File: src/rtl/led_chaser_ctrl.sv
// LED chaser: programmable-period step counter driving rotate,
// bounce and blink patterns, with optional active-low LED drive.
module led_chaser_ctrl #(
  parameter int LED_NUM    = 4,
  parameter int CNT_W      = 25,
  parameter bit ACTIVE_LOW = 1'b0
) (
  input  logic               clk,
  input  logic               rstn,
  input  logic               en,
  input  logic [CNT_W-1:0]   tick_max,
  input  logic [1:0]         mode,
  output logic [LED_NUM-1:0] led,
  output logic               step
);

  typedef enum logic [1:0] {
    M_ROL = 2'd0,
    M_ROR = 2'd1,
    M_BNC = 2'd2,
    M_BLK = 2'd3
  } mode_e;

  localparam logic [LED_NUM-1:0] ONE = LED_NUM'(1);
  localparam logic [CNT_W-1:0]   INC = CNT_W'(1);

  logic [CNT_W-1:0]   cnt_q, cnt_d;
  mode_e              mode_q, mode_d;
  logic               dir_q, dir_d;
  logic [LED_NUM-1:0] pat_q, pat_d;
  logic               step_q, step_d;

  mode_e              mode_in;
  logic [LED_NUM-1:0] pat_nxt;
  logic               dir_nxt;

  assign mode_in = mode_e'(mode);

  // dir_q = 1 means the lit bit travels toward the MSB
  always_comb begin
    pat_nxt = pat_q;
    dir_nxt = dir_q;
    unique case (mode_q)
      M_ROL: pat_nxt = {pat_q[LED_NUM-2:0], pat_q[LED_NUM-1]};
      M_ROR: pat_nxt = {pat_q[0], pat_q[LED_NUM-1:1]};
      M_BNC: begin
        if (dir_q) begin
          pat_nxt = pat_q << 1;
          if (pat_nxt[LED_NUM-1]) dir_nxt = 1'b0;
        end else begin
          pat_nxt = pat_q >> 1;
          if (pat_nxt[0]) dir_nxt = 1'b1;
        end
      end
      M_BLK: pat_nxt = ~pat_q;
    endcase
  end

  always_comb begin
    cnt_d  = cnt_q;
    mode_d = mode_q;
    dir_d  = dir_q;
    pat_d  = pat_q;
    step_d = 1'b0;
    if (mode_in != mode_q) begin
      mode_d = mode_in;
      cnt_d  = '0;
      dir_d  = 1'b1;
      pat_d  = (mode_in == M_BLK) ? '0 : ONE;
    end else if (en) begin
      if (cnt_q == tick_max) begin
        cnt_d  = '0;
        step_d = 1'b1;
        pat_d  = pat_nxt;
        dir_d  = dir_nxt;
      end else if (cnt_q > tick_max) begin
        cnt_d = '0;
      end else begin
        cnt_d = cnt_q + INC;
      end
    end
  end

  always_ff @(posedge clk or negedge rstn) begin
    if (!rstn) begin
      cnt_q  <= '0;
      mode_q <= M_ROL;
      dir_q  <= 1'b1;
      pat_q  <= ONE;
      step_q <= 1'b0;
    end else begin
      cnt_q  <= cnt_d;
      mode_q <= mode_d;
      dir_q  <= dir_d;
      pat_q  <= pat_d;
      step_q <= step_d;
    end
  end

  assign led  = ACTIVE_LOW ? ~pat_q : pat_q;
  assign step = step_q;

endmodule
File: config.mk
export PLATFORM = sky130hd
export DESIGN_NAME = led_chaser_ctrl
export DESIGN_NICKNAME = d
export VERILOG_FILES = /design/src/rtl/led_chaser_ctrl.sv
export SDC_FILE = /design/constraint.sdc
export NUM_CORES = 1
export LEC_CHECK = 0
export CAP_MARGIN = 20
export CORE_ASPECT_RATIO = 1.75
export CORE_MARGIN = 2
export CORE_UTILIZATION = 25
export CTS_CLUSTER_DIAMETER = 50
export DETAILED_ROUTE_END_ITERATION = 12
export PLACE_DENSITY_LB_ADDON = 0.1
export SETUP_SLACK_MARGIN = 0.5
export SYNTH_ARGS = -nofsm -noshare
export SYNTH_HDL_FRONTEND = slang
export SYNTH_SLANG_ARGS = --single-unit
File: constraint.sdc
create_clock -name clk -period 4.98 [get_ports clk]
set_input_delay 0.996 -clock clk [delete_from_list [all_inputs] [get_ports clk]]
set_output_delay 0.996 -clock clk [all_outputs]
set_load 0.02 [all_outputs]
**Run 1: supply network**

Scale bar: 20 microns. Pins as bars on the die edge.
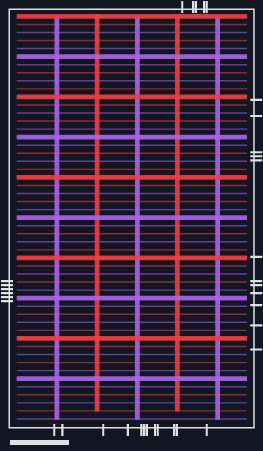
Key: red = VDD; purple = VSS
5 straps on met4. 35 signal pins sit on the boundary. The core has 50 rows.
area of the placeable core: 0.0106 sq mm
chip width: 82.2 microns
worst ir drop on vdd: 119 uV
die span in y: 141 microns

**Run 1: cells colored by class**

Fill, decap, tap and diode cells in gray.
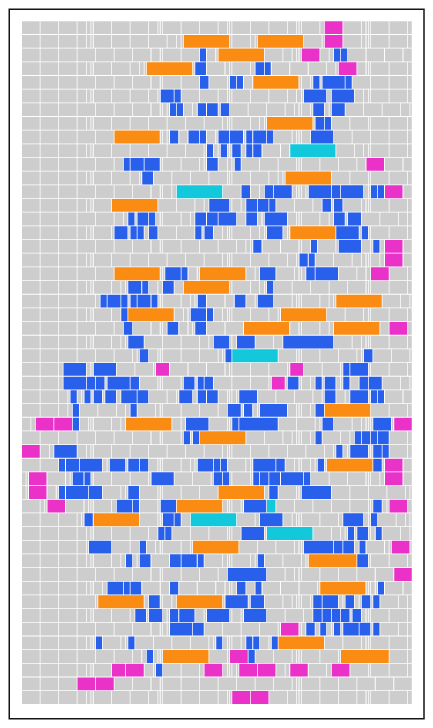
Key: cyan = clock drivers and dummy loads [cells 6, share of their area 4.2%]; blue = combinational and other logic [cells 274, share of their area 57%]; magenta = other buffers and delay cells [cells 38, share of their area 12%]; orange = flops [cells 33, share of their area 27%]
share of the final layout cell area in sequential cells: 25.4%
Final Util: 30.8%
post-layout instance area: 0.00326 sq mm
Cell Rows: 50

==> flow_results.org, run 1 <==
* Implementation run

** Run status
- Outcome :: finished, final reports clean

** Synthesis
- Flip-flop and latch count after synthesis :: 33
- Summing every instance area after synthesis gives 0.00268 sq mm.
- Sorting the synthesized cells by area gives the leading types as dfrtp_1 29%, ha_1 12%, nand2_1 6.2%.
- Dominant kind of combinational cell :: simple AND/OR/NAND/NOR gates
- Looking at the gate-level netlist, the highest instance count belongs to nand2_1.
- Top cell area share :: 29.0%
- Per Yosys stat, the portion of area used by sequential elements is just over 30%.
- Per the synthesis report, the simple-gate share of the synthesized area is 26.9%.
- Mux area share :: 2.24%
- After synthesis, the netlist uses about 53 different library cells.
- Total cell area reported by yosys after synthesis :: 0.00268 sq mm
- FFs w/ async S/R, synth :: 100%
- Counting flops with a built-in enable in the synthesized netlist gives 0.
- Yosys printed 0 warnings.
- Sorting the synthesized cells by how often they occur yields 44 x nand2_1, 35 x inv_1, 31 x dfrtp_1.

** Critical path
- Cell type group with the largest total delay on the critical path :: AND-OR/OR-AND gates
- In this run the number of cells on the critical path is 9.
- Looking at the critical path, the single cell with the biggest stage delay is o211a_1.
- The endpoint identified for the worst register-to-register timing path is cnt_q[18]$_DFFE_PN0P_.
- Slowest Stage Delay on Critical Path :: 0.55 ns
- The report shows a maximum critical-path fanout of 17.
- STA classifies the critical path endpoint as a register.
- Origin of the critical flop-to-flop path :: cnt_q[8]$_DFFE_PN0P_
- Worst Reg-to-Reg Cells :: 7
- Critical Path AT :: approximately 3.6 ns
- Required time of the critical path :: 5.16 ns

** Final layout
- Non-Clock Inverter Count :: 35
- Once layout is complete, the cells apart from fillers number 481.
- Ranking logic cells in the layout by count gives the top entries 44 x nand2_1, 35 x inv_1, 34 x clkdlybuf4s50_1.
- The filler cells instantiated in the layout total ~1,200.
- In the final layout, clock buffers and inverters account for under 10% of the cell area.
- Counting flops per register, the top entry is cnt_q.
- Number of ordinary and repair buffers in the finished layout :: 38
- The class occupying the most area after layout is reported as combinational gates.
- The design has 33 sequential cells.
- Counting only logic cells after layout, the most numerous master is nand2_1.
- Across the whole layout, storage elements account for between 800 and 900 sq um.
- The net count of the finished layout is about 410.
- Count of clock-net buffers in the final layout :: 5
- Logic share of the area :: around 50%
- Number of logic gates :: about 240
- The register with the most flip-flops in the layout has 25 of them.

** Routing
- Routed wl met3 :: 181 microns
- Per the detail_route report, vias per standard cell equal around 5.1.
- Met2 wire length :: about 4.3 mm
- Highest layer used for signal routing :: met4
- Total wire length after detailed routing :: 7.69 mm
- Average routed wire per standard cell :: ~16 microns
- The detailed router finished its first iteration with around 150 violations.
- Routed vias :: approximately 2,400
- The first TritonRoute pass finished after 4 iterations.

** STA
- After layout, the worst path uses between 60% and 70% of the clock period.
- Final Max-Slew Violation Tally :: 0
- Worst setup slack after layout :: about 1.6 ns
- Hold violation total from the final report :: 0
- Max Freq :: between 200 and 300 MHz
- Endpoints with negative setup slack in the final report add up to 0.
- Setup repair after global routing left no endpoint under its margin.
- Hold timing on the final database bottoms out at a slack of around 0.54 ns.

** Global routing
- Routing resource usage on met1 recorded by global route was about 15%.
- Pin count of the biggest net entering global routing :: 34
- In this run the most used layer during global routing was met2.
- Global-route track usage on met3 :: under 10%
- Global-route wire length before repair :: between 10 and 15 mm
- The initial antenna violation count is 0.
- Number of global-route vias before repair :: approximately 2,500
- Summed over all routing layers, the global router reports a total usage of between 10% and 20%.

** CTS
- Clock tree synthesis inserted a total of 5 buffers.
- Buffers inserted to repair hold after CTS numbered 0.
- CTS saw 33 sinks.
- Per the CTS log, the buffer count on the longest clock path is 2.
- After clock tree synthesis, the repair step resized 0 gates.
- The number of setup buffers added after CTS is 0.

** Pwr
- The sequential power reported by the tool is roughly 280 uW.
- Pwr Total :: 667 uW
- Power group with the highest consumption :: clock
- The internal power of the cells totals a little under 500 uW.
- Leakage power :: around 1.4 nW
- Switching power summed over all nets :: roughly 170 uW

** Flow run
- In this run the maximum-capacitance check reported violations numbering 0.
- Summing over the stages, the warning tally comes to 26.

** Place
- Routability-driven placement congestion ratio :: roughly 0.74
- In this run the cell area measured after placement is approximately 0.0031 sq mm.

** Die
- Across the placement rows, the number of tap cells is 130.

** Hold path
- Hold_sp :: led[0]$_DFFE_PN1P_
**Run 1: routed clock nets over the placement**

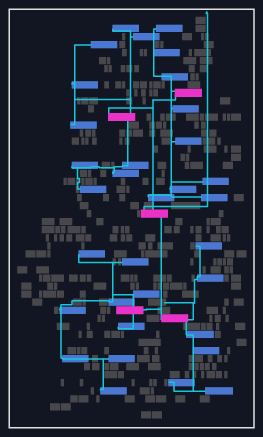
Key: magenta = clock drivers [count 5]; blue = flip-flops [count 33]; cyan = clock wires [length 658 microns]
There are 6 routed clock nets.
portion of total power attributed to the clock network: 44.2%
worst clock skew on the final layout: 0.00840 ns
Clk. pwr: 295 uW

==> run 1 -> run 2 <==
==> constraint.sdc (replaced) <==
create_clock -name clk -period 3.17 [get_ports clk]
set_input_delay 0.634 -clock clk [delete_from_list [all_inputs] [get_ports clk]]
set_output_delay 0.634 -clock clk [all_outputs]
set_load 0.02 [all_outputs]
**Run 2: clock nets**

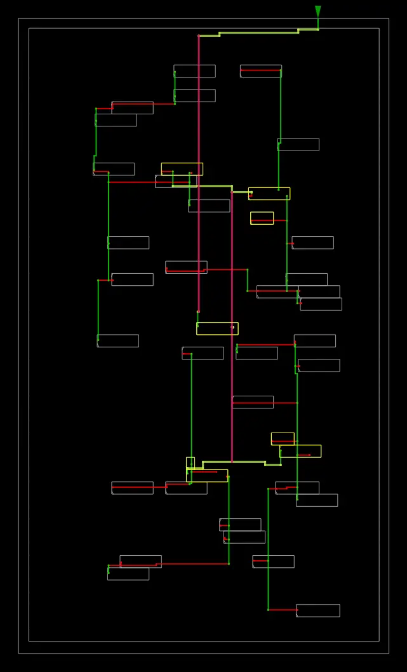
worst clock skew on the final layout: 0.00252 ns
Skew-Pair Late Insertion Delay: 0.28 ns
Clk. pwr: 523 uW
Flop Count: 33
number of sinks driven by the clock tree: 33

**Run 2: cells colored by class**

Fill, decap, tap and diode cells in gray.
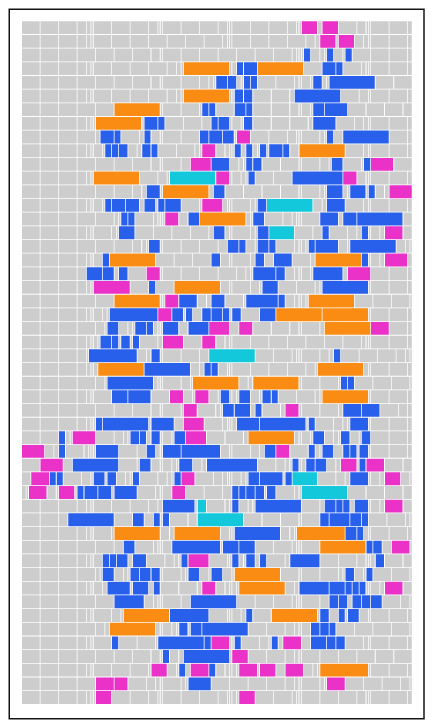
Key: cyan = clock drivers and dummy loads [cells 8, share of their area 4.3%]; magenta = other buffers and delay cells [cells 61, share of their area 16%]; blue = combinational and other logic [cells 275, share of their area 58%]; orange = flops [cells 33, share of their area 22%]

==> run 2 against run 1 <==
Against the previous run:
- sequential power up 57%
- largest cell class unchanged
- routed wire length up 8.8%
- cell count increased by 5.4%
- highest routed layer unchanged
- area after synthesis stayed put
- global-route usage is 0.95 points higher
- core utilization grew 5.7 points
- total power increased by 71%
- largest power group unchanged
==> flow_results.org, run 2 <==
* Implementation run

** Run status
- Outcome :: finished, final reports clean (unchanged)

** Die
- The number of placement rows came to 50 (unchanged).
- Area of the placeable core :: 0.0106 sq mm (unchanged)
- The tap cell count was 130 (unchanged).
- The floorplan die height came to 141 microns (unchanged).

** Synthesis
- Mux area share :: 2.24% (unchanged)
- The area reported by Yosys stat is 0.00268 sq mm (unchanged).
- The count of state elements after synthesis came to 33 (unchanged).
- The post-synthesis simple-gate area fraction was 26.9% (unchanged).
- Top cell area share :: 29.0% (unchanged)
- The sequential fraction of the synthesis area is 30.9% (unchanged).
- The number of warning messages in the yosys log was 0 (unchanged).
- Cell types with the highest counts after synthesis :: 44 x nand2_1, 35 x inv_1, 31 x dfrtp_1 (unchanged)
- Main area contributors after synthesis :: dfrtp_1 29%, ha_1 12%, nand2_1 6.2% (unchanged)
- FFs w/ async S/R, synth :: 100% (unchanged)
- Most common cell in the netlist :: nand2_1 (unchanged)

** Final layout
- The register bank with the most flops is cnt_q (unchanged).
- Area occupied by registers :: 828 sq um (unchanged)
- The number of multi-input logic gates was 240 (was 239).
- The largest cell class by area was combinational gates (unchanged).
- The total number of nets in the final design was 432 (was 408).
- The number of fill cells in the layout came to 1,085 (was 1,165).
- Share of the final layout cell area in sequential cells :: 21.4% (was 25.4%)

** Global routing
- Global-route wire length before repair :: 13.5 mm (was 12.7 mm)
- The aggregate global-route resource usage came to 15.4% (was 14.4%).
- Pin count of the biggest net entering global routing :: 34 (unchanged)
- Antenna violations before repair :: 0 (unchanged)

** Place
- Routability-driven placement congestion ratio :: 0.769 (was 0.742)
- Post-placement cell area :: 0.00318 sq mm (was 0.00313 sq mm)

** CTS
- The post-CTS resize count was 57 (was 0).

** Routing
- The number of vias in the routed layout was 2,586 (was 2,444).
- Length of the first detailed-routing pass in iterations :: 4 (unchanged)
- The detailed router's first-iteration violation count is 106 (was 146).
- The uppermost layer routed was met4 (unchanged).

** STA
- The setup violation total in the final timing report was 0 (unchanged).
- Post-route clock period utilization :: 82.2%
- The final-layout worst hold slack came to 0.513 ns (was 0.540 ns).
- The worst path setup slack after routing is 0.564 ns (was 1.56 ns).

** Pwr
- The power consumption was 1.14 mW (was 667 uW).
- Worst ir drop on vdd :: 187 uV (was 119 uV)
- The main power-consuming group is clock (unchanged).

** Critical path
- The critical path data required time was 3.34 ns (was 5.16 ns).
- Critical Path AT :: 2.78 ns (was 3.60 ns)

** Hold path
- Hold_sp :: led[0]$_DFFE_PN1P_ (unchanged)

** Flow run
- Max-capacitance violation count :: 0 (unchanged)
==> run 2 -> run 3 <==
==> constraint.sdc (replaced) <==
create_clock -name clk -period 2.2 [get_ports clk]
set_input_delay 0.44 -clock clk [delete_from_list [all_inputs] [get_ports clk]]
set_output_delay 0.44 -clock clk [all_outputs]
set_load 0.02 [all_outputs]
**Run 3: clock nets**

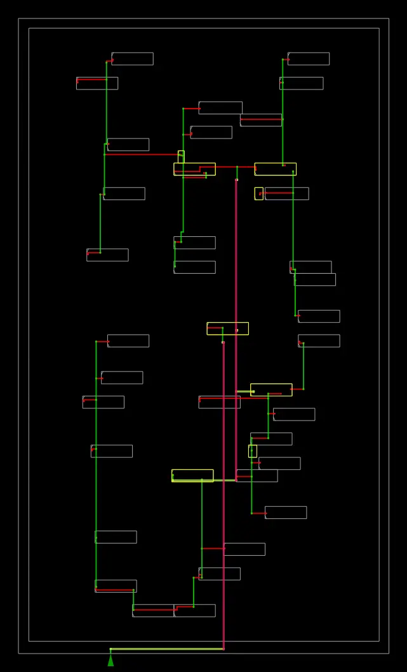
count of clock-net buffers in the final layout: 6
Clk. pwr: 680 uW
worst clock skew on the final layout: 0.00899 ns

**Run 3: supply network**

Scale bar: 20 microns. Pins as bars on the die edge.
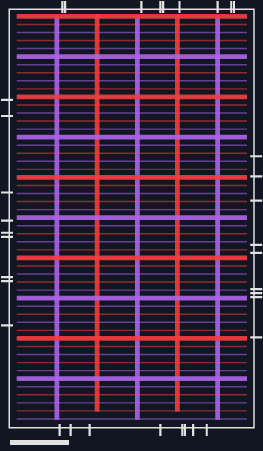
Key: purple = VSS; red = VDD
35 signal pins sit on the boundary. The core has 50 rows.
worst ir drop on vdd: 262 uV

==> run 3 against run 2 <==
Against the previous run:
- the run now ends with setup timing left
- design area up 12%
- clock power up about 30%
- via count up 5.6%
- non-clock buffer count up 48
- synthesized cell count unchanged
- critical path type is now reg2reg
- largest power group unchanged
==> flow_results.org, run 3 <==
* Implementation run

** Routing
- DR vias/cell :: 4.92 (was 5.10)
- Total wire length after detailed routing :: 8.25 mm (was 8.36 mm)
- The number of vias in the routed layout came to 2,731 (was 2,586).
- The detailed route wirelength on metal2 was 4.77 mm (was 4.70 mm).

** Place
- The final RePlAce weighted congestion came to 0.772 (was 0.769).

** Final layout
- Finished Layout Cells :: 555 (was 507)
- Biggest Area Class :: combinational gates (unchanged)
- Most flop-heavy register :: cnt_q (unchanged)
- The storage element area was 830 sq um (was 828 sq um).
- Flip-flop count of the largest register after layout :: 25 (unchanged)
- Share of the final layout cell area in sequential cells :: 19.1% (was 21.4%)
- Post-layout instance area :: 0.00433 sq mm (was 0.00386 sq mm)
- The relative area of clock buffers and inverters in the final design is 3.21% (was 4.08%).

** Synthesis
- Count of library flops with an enable pin :: 0 (unchanged)
- Simple logic cell fraction of the synthesized area :: 26.9% (unchanged)
- Count of warnings emitted by yosys :: 0 (unchanged)
- The share of cell area taken by muxes after synthesis came to 2.24% (unchanged).
- Total cell area reported by yosys after synthesis :: 0.00268 sq mm (unchanged)
- The sequential fraction of the synthesis area was 30.9% (unchanged).

** STA
- Worst setup slack after layout :: -0.0866 ns (was 0.564 ns)
- Final setup viols :: 12 (was 0)
- Max Freq :: approximately 440 MHz

** Critical path
- Cell type group with the largest total delay on the critical path :: simple AND/OR/NAND/NOR gates (was buffers and inverters)
- Origin of the critical flop-to-flop path :: cnt_q[23]$_DFFE_PN0P_ (was cnt_q[16]$_DFFE_PN0P_)
- Critical Path AT :: 2.45 ns (was 2.78 ns)
- Worst Reg-to-Reg Cells :: 8 (unchanged)

** Die
- Count of inserted tapcells :: 130 (unchanged)
- The floorplan die height is 141 microns (unchanged).
- The number of placement rows was 50 (unchanged).

** CTS
- Count of cells resized by post-cts repair :: 77 (was 57)
- The sink count of the clock tree was 33 (unchanged).

** Pwr
- The power attributed to sequential cells is 624 uW (was 438 uW).
- Switching power summed over all nets :: 427 uW (was 295 uW)
- Leakage power :: 1.92 nW (was 1.65 nW)

** Global routing
- The routing usage on met1 is 15.7% (was 17.1%).
- Number of global-route vias before repair :: 2,913 (was 2,617)

** Run status
- Outcome: complete, but fails checks (was finished, final reports clean).
- The checks that failed: setup timing.

** Flow run
- OpenROAD warning count :: 29 (was 27)
No activity file was given, so power comes from the tool's default toggle rates.
